Figure 1. Where the registers sit.
Other sequential cells in the stronger grey, the rest of the logic in the fainter grey.
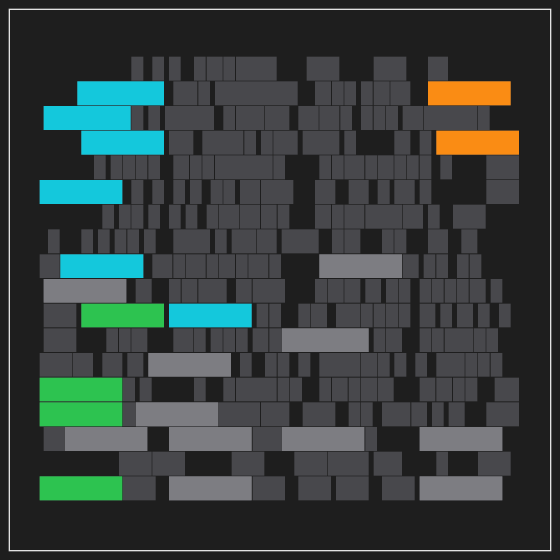
Figure 2. Clock wiring as the flow saved it.
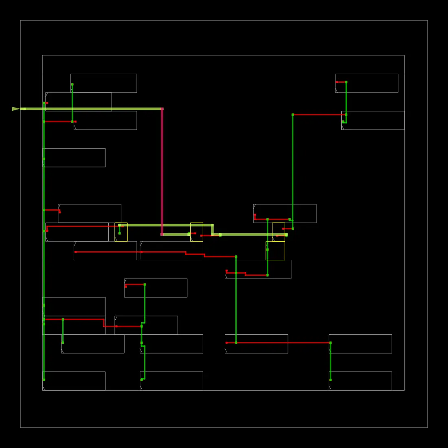
$ cat config.mk
export PLATFORM = sky130hd
export DESIGN_NAME = emergency_preempt_arbiter
export DESIGN_NICKNAME = d
export VERILOG_FILES = /design/src/rtl/emergency_preempt_arbiter.sv
export SDC_FILE = /design/constraint.sdc
export NUM_CORES = 1
export LEC_CHECK = 0
export ABC_AREA = 1
export CAP_MARGIN = 40
export CORE_MARGIN = 3
export CORE_UTILIZATION = 57
export CTS_BUF_LIST = sky130_fd_sc_hd__clkbuf_2
export DETAILED_ROUTE_END_ITERATION = 16
export PLACE_DENSITY_LB_ADDON = 0.15
export SKIP_CTS_REPAIR_TIMING = 1
export SLEW_MARGIN = 20
export SYNTH_ARGS = -nofsm -noshare
export SYNTH_HDL_FRONTEND = slang
export SYNTH_SLANG_ARGS = --single-unit
$ cat constraint.sdc
create_clock -name clk -period 2.05 [get_ports clk]
set_input_delay 0.205 -clock clk [delete_from_list [all_inputs] [get_ports clk]]
set_output_delay 0.205 -clock clk [all_outputs]
set_load 0.03 [all_outputs]
$ cat src/rtl/emergency_preempt_arbiter.sv
// Round-robin arbiter for four emergency preemption requests (N,E,S,W) driving one trigger.
// Each request is debounced, held between min/max limits, and followed by a cooldown.
module emergency_preempt_arbiter #(
    parameter int DEBOUNCE_S = 2,
    parameter int MIN_HOLD_S = 4,
    parameter int MAX_HOLD_S = 30,
    parameter int COOLDOWN_S = 3
) (
    input  logic       clk,
    input  logic       rst_n,
    input  logic       tick_1hz,
    input  logic [3:0] req,
    input  logic       system_fault,
    output logic       emergency_trigger,
    output logic [3:0] grant,
    output logic       grant_ns,
    output logic       timeout_pulse,
    output logic [3:0] lockout,
    output logic [1:0] state_dbg
);

    typedef enum logic [1:0] {
        S_IDLE     = 2'd0,
        S_CONFIRM  = 2'd1,
        S_GRANT    = 2'd2,
        S_COOLDOWN = 2'd3
    } state_t;

    localparam logic [6:0] DEB_L  = 7'(DEBOUNCE_S);
    localparam logic [6:0] MIN_L  = 7'(MIN_HOLD_S);
    localparam logic [6:0] MAX_L  = 7'(MAX_HOLD_S);
    localparam logic [6:0] COOL_L = 7'(COOLDOWN_S);

    state_t     state, state_nxt;
    logic [5:0] cnt, cnt_nxt, cnt_sat;
    logic [6:0] cnt_inc;
    logic [1:0] cand, cand_nxt;
    logic [1:0] rr_ptr, rr_ptr_nxt;
    logic [1:0] pick, idx;
    logic       pick_vld;
    logic [3:0] elig, lock_set, lockout_nxt;
    logic       timeout_nxt;
    logic       exit_grant;

    assign elig      = req & ~lockout;
    assign cnt_inc   = {1'b0, cnt} + 7'd1;
    assign cnt_sat   = (cnt == 6'd63) ? cnt : cnt + 6'd1;
    assign state_dbg = state;

    // Walk offsets from far to near so the nearest eligible requester after rr_ptr wins.
    always_comb begin
        pick     = rr_ptr;
        pick_vld = 1'b0;
        idx      = 2'd0;
        for (int k = 3; k >= 0; k--) begin
            idx = rr_ptr + 2'(k);
            if (elig[idx]) begin
                pick     = idx;
                pick_vld = 1'b1;
            end
        end
    end

    always_comb begin
        state_nxt   = state;
        cnt_nxt     = cnt;
        cand_nxt    = cand;
        rr_ptr_nxt  = rr_ptr;
        lock_set    = 4'd0;
        timeout_nxt = 1'b0;
        exit_grant  = 1'b0;

        case (state)
            S_IDLE: begin
                if (pick_vld) begin
                    cand_nxt  = pick;
                    cnt_nxt   = 6'd0;
                    state_nxt = S_CONFIRM;
                end
            end
            S_CONFIRM: begin
                if (!req[cand]) begin
                    cnt_nxt   = 6'd0;
                    state_nxt = S_IDLE;
                end else if (tick_1hz) begin
                    if (cnt_inc >= DEB_L) begin
                        cnt_nxt   = 6'd0;
                        state_nxt = S_GRANT;
                    end else begin
                        cnt_nxt = cnt_sat;
                    end
                end
            end
            S_GRANT: begin
                if (tick_1hz && cnt_inc >= MAX_L) begin
                    lock_set[cand] = 1'b1;
                    timeout_nxt    = 1'b1;
                    exit_grant     = 1'b1;
                end else if (!req[cand] && {1'b0, cnt} >= MIN_L) begin
                    exit_grant = 1'b1;
                end else if (tick_1hz) begin
                    cnt_nxt = cnt_sat;
                end
                if (exit_grant) begin
                    rr_ptr_nxt = cand + 2'd1;
                    cnt_nxt    = 6'd0;
                    state_nxt  = S_COOLDOWN;
                end
            end
            S_COOLDOWN: begin
                if (tick_1hz) begin
                    if (cnt_inc >= COOL_L) begin
                        cnt_nxt   = 6'd0;
                        state_nxt = S_IDLE;
                    end else begin
                        cnt_nxt = cnt_sat;
                    end
                end
            end
            default: begin
                cnt_nxt   = 6'd0;
                state_nxt = S_IDLE;
            end
        endcase

        // A fault abandons whatever is in flight but keeps fairness and lockout history.
        if (system_fault) begin
            state_nxt   = S_IDLE;
            cnt_nxt     = 6'd0;
            cand_nxt    = cand;
            rr_ptr_nxt  = rr_ptr;
            lock_set    = 4'd0;
            timeout_nxt = 1'b0;
        end
    end

    assign lockout_nxt = lock_set | (lockout & req);

    always_ff @(posedge clk or negedge rst_n) begin
        if (!rst_n) begin
            state             <= S_IDLE;
            cnt               <= 6'd0;
            cand              <= 2'd0;
            rr_ptr            <= 2'd0;
            lockout           <= 4'd0;
            emergency_trigger <= 1'b0;
            grant             <= 4'd0;
            grant_ns          <= 1'b0;
            timeout_pulse     <= 1'b0;
        end else begin
            state             <= state_nxt;
            cnt               <= cnt_nxt;
            cand              <= cand_nxt;
            rr_ptr            <= rr_ptr_nxt;
            lockout           <= lockout_nxt;
            emergency_trigger <= (state_nxt == S_GRANT);
            grant             <= (state_nxt == S_GRANT) ? (4'd1 << cand_nxt) : 4'd0;
            grant_ns          <= (state_nxt == S_GRANT) && !cand_nxt[0];
            timeout_pulse     <= timeout_nxt;
        end
    end

endmodule
==> Table 3: Implementation characteristics <==
Physical implementation characteristics

Parameter                              Value

Run status
  Result of the run .................. finished, final reports clean

Timing
  Maximum clock skew at final layout .................. 14.2 ps
  Count of endpoints failing hold in the final timing report .................. 0
  Final critical-path share of the clock period .................. approximately nine tenths
  Number of slew-limit violations in the final report .................. 0
  Clock period minus final worst setup slack .................. 1890 ps
  Fmax .................. between 500 and 600 MHz
  Final tally of setup violations .................. 0
  Post-route setup TNS .................. 0 ps

Routing
  Via count of the routed design .................. 1,518
  Ratio of routed vias to standard cells .................. 5.22
  Aggregate routed wire length .................. around 3500 um
  DRC violation total after the first TritonRoute iteration .................. 58
  DRC Markers .................. 0

CTS
  Cell chosen for the clock root .................. sky130_fd_sc_hd__clkbuf_2

Finish
  Total number of nets in the final design .................. between 200 and 300
  Commonest non-fill, non-tap cell in the layout .................. sky130_fd_sc_hd__nand2_1
  Share of final-layout standard cells stronger than drive strength 1 .................. 17.6%
  Count of antenna diodes in the layout .................. 0
  Area delta synth->final .................. 20.0%
  Final core utilization .................. 75.6%

Global routing
  Overflow after GRT .................. 0
  Maximum number of pins on one net before global-route repair .................. 24
  GRT Total Usage .................. 23.2%
  Via count of the first global-routing pass .................. between 1,000 and 1,500
  Number of antenna violations at the first check in global routing .................. 0
  First-pass GRT wire length .................. between 6000 and 7000 um

Run
  Total tool warning count .................. 33
  Maximum Capacitance Violations .................. 0

Synthesis
  Yosys warning total .................. 0
  Register area share after synthesis .................. 35.3%
  Syn Std Cell Area .................. between 1500 and 2000 sq um
  Async SR Flop Fraction .................. 100%
  Post-synthesis net count .................. 249
  Yosys-reported design area after synthesis .................. 1630 sq um

Power and ir drop
  Pleak .................. ~1.0 nW
  Pint .................. just over 600 uW
  Part of the power in registers .................. 52.3%

Worst setup path
  Data arrival at the endpoint of the critical path .................. approximately 2200 ps
  Family with the most delay on the worst path .................. simple AND/OR/NAND/NOR gates
  Worst Path Buf+Inv .................. 2
  Crit-path max FO .................. 5

Placement
  Final estimated routing congestion in global placement .................. 0.906
  Detailed-placement wirelength estimate .................. 2780 um

Floorplan
  Chip Height .................. 59.5 um
  Total die size .................. 3540 sq um
Notes on Figure 1 above:
Key: `cnt` = cyan [flops 6]; `grant` = green [flops 4, where lower left]; `state_dbg` = orange [flops 2]
Another 11 sequential cells are not coloured.

Notes on Figure 2 above:
TritonCTS Sinks: 23
number of buffers inserted during clock tree synthesis: 3
Worst-Skew Late Latency: 350 ps

==> synthesized netlist by cell type, types with 3 or more instances <==
cell	instances	area [sq um]
sky130_fd_sc_hd__nor2_1	24	90.1
sky130_fd_sc_hd__inv_1	30	113
sky130_fd_sc_hd__dfrtp_1	23	576
sky130_fd_sc_hd__nand4_1	5	31.3
sky130_fd_sc_hd__o21ai_0	3	15.0
sky130_fd_sc_hd__nand2_2	9	56.3
sky130_fd_sc_hd__a22o_1	4	35.0
sky130_fd_sc_hd__ha_1	8	100
sky130_fd_sc_hd__nand3_1	26	130
sky130_fd_sc_hd__nand2_1	74	278
sky130_fd_sc_hd__nor2_2	7	43.8
==> final timing paths <==
path	slack (ps)	to	cells past startpoint	from
min in group clk	540	state_dbg[1]	2	system_fault
worst max-delay path	160	cnt[0]	12	cnt[0]
worst max register to register	160	cnt[0]	12	cnt[0]
worst min-delay path	170	lockout[0]	2	rst_n
max in group asynchronous	1620	cnt[0]	2	rst_n
worst min register to register	570	cnt[4]	2	cnt[4]
==> area by class of cell <==
type                    instances  area [sq um]  share of cell area, %
repair buffers                 25           235                   12.0
clock buffers                   3          15.0                  0.767
clock inverters                 1          7.51                  0.383
multi-input cells             176           957                   48.9
inverters                      33           126                   6.45
flip-flops and latches         23           579                   29.6
well taps                      30          37.5                   1.92
==> cell families after synthesis <==
kind of cell | share of synthesized area, %
flops | 35.3
fa+ha+maj | 6.14
buf+inv | 8.13
simple gates | 42.6
xor+xnor | 1.61
compound gates | 6.29
==> metal layers <==
| layer | GRT usage [%] | vias up |
|---|---|---|
| met2 | 37.8 | 20 |
| met3 | 4.14 | 4 |
| met4 | 3.48 | 0 |
| li1 | - | 784 |
| met5 | 0 | - |
| met1 | 32.8 | 710 |
==> metrics by stage <==
stage	instance area, sq um	setup WS (ps)	power [mW]	std cells
after floorplan	1630	294	0.666	233
after global placement	1880	139	0.747	285
after detailed placement	1880	110	0.753	285
after CTS	1910	78.3	0.943	289
after global routing	1960	6.96	1.02	291
final	1960	164	0.946	291
==> power groups by stage <==
stage	logic (mW)	clock network, mW	registers, mW
detailed placement	0.251	0	0.503
CTS	0.251	0.196	0.495
finish	0.260	0.192	0.495
floorplan	0.160	0	0.506
global route	0.303	0.216	0.498
global placement	0.245	0	0.501
==> registers in the layout, summed over array words and instances, names as in the netlist <==
register	cells
grant_ns	1
grant	4
cand	2
state_dbg	2
rr_ptr	2
cnt	6
lockout	4
emergency_trigger	1
timeout_pulse	1
Power figures rest on the tool's default switching activity, not on a simulated workload.
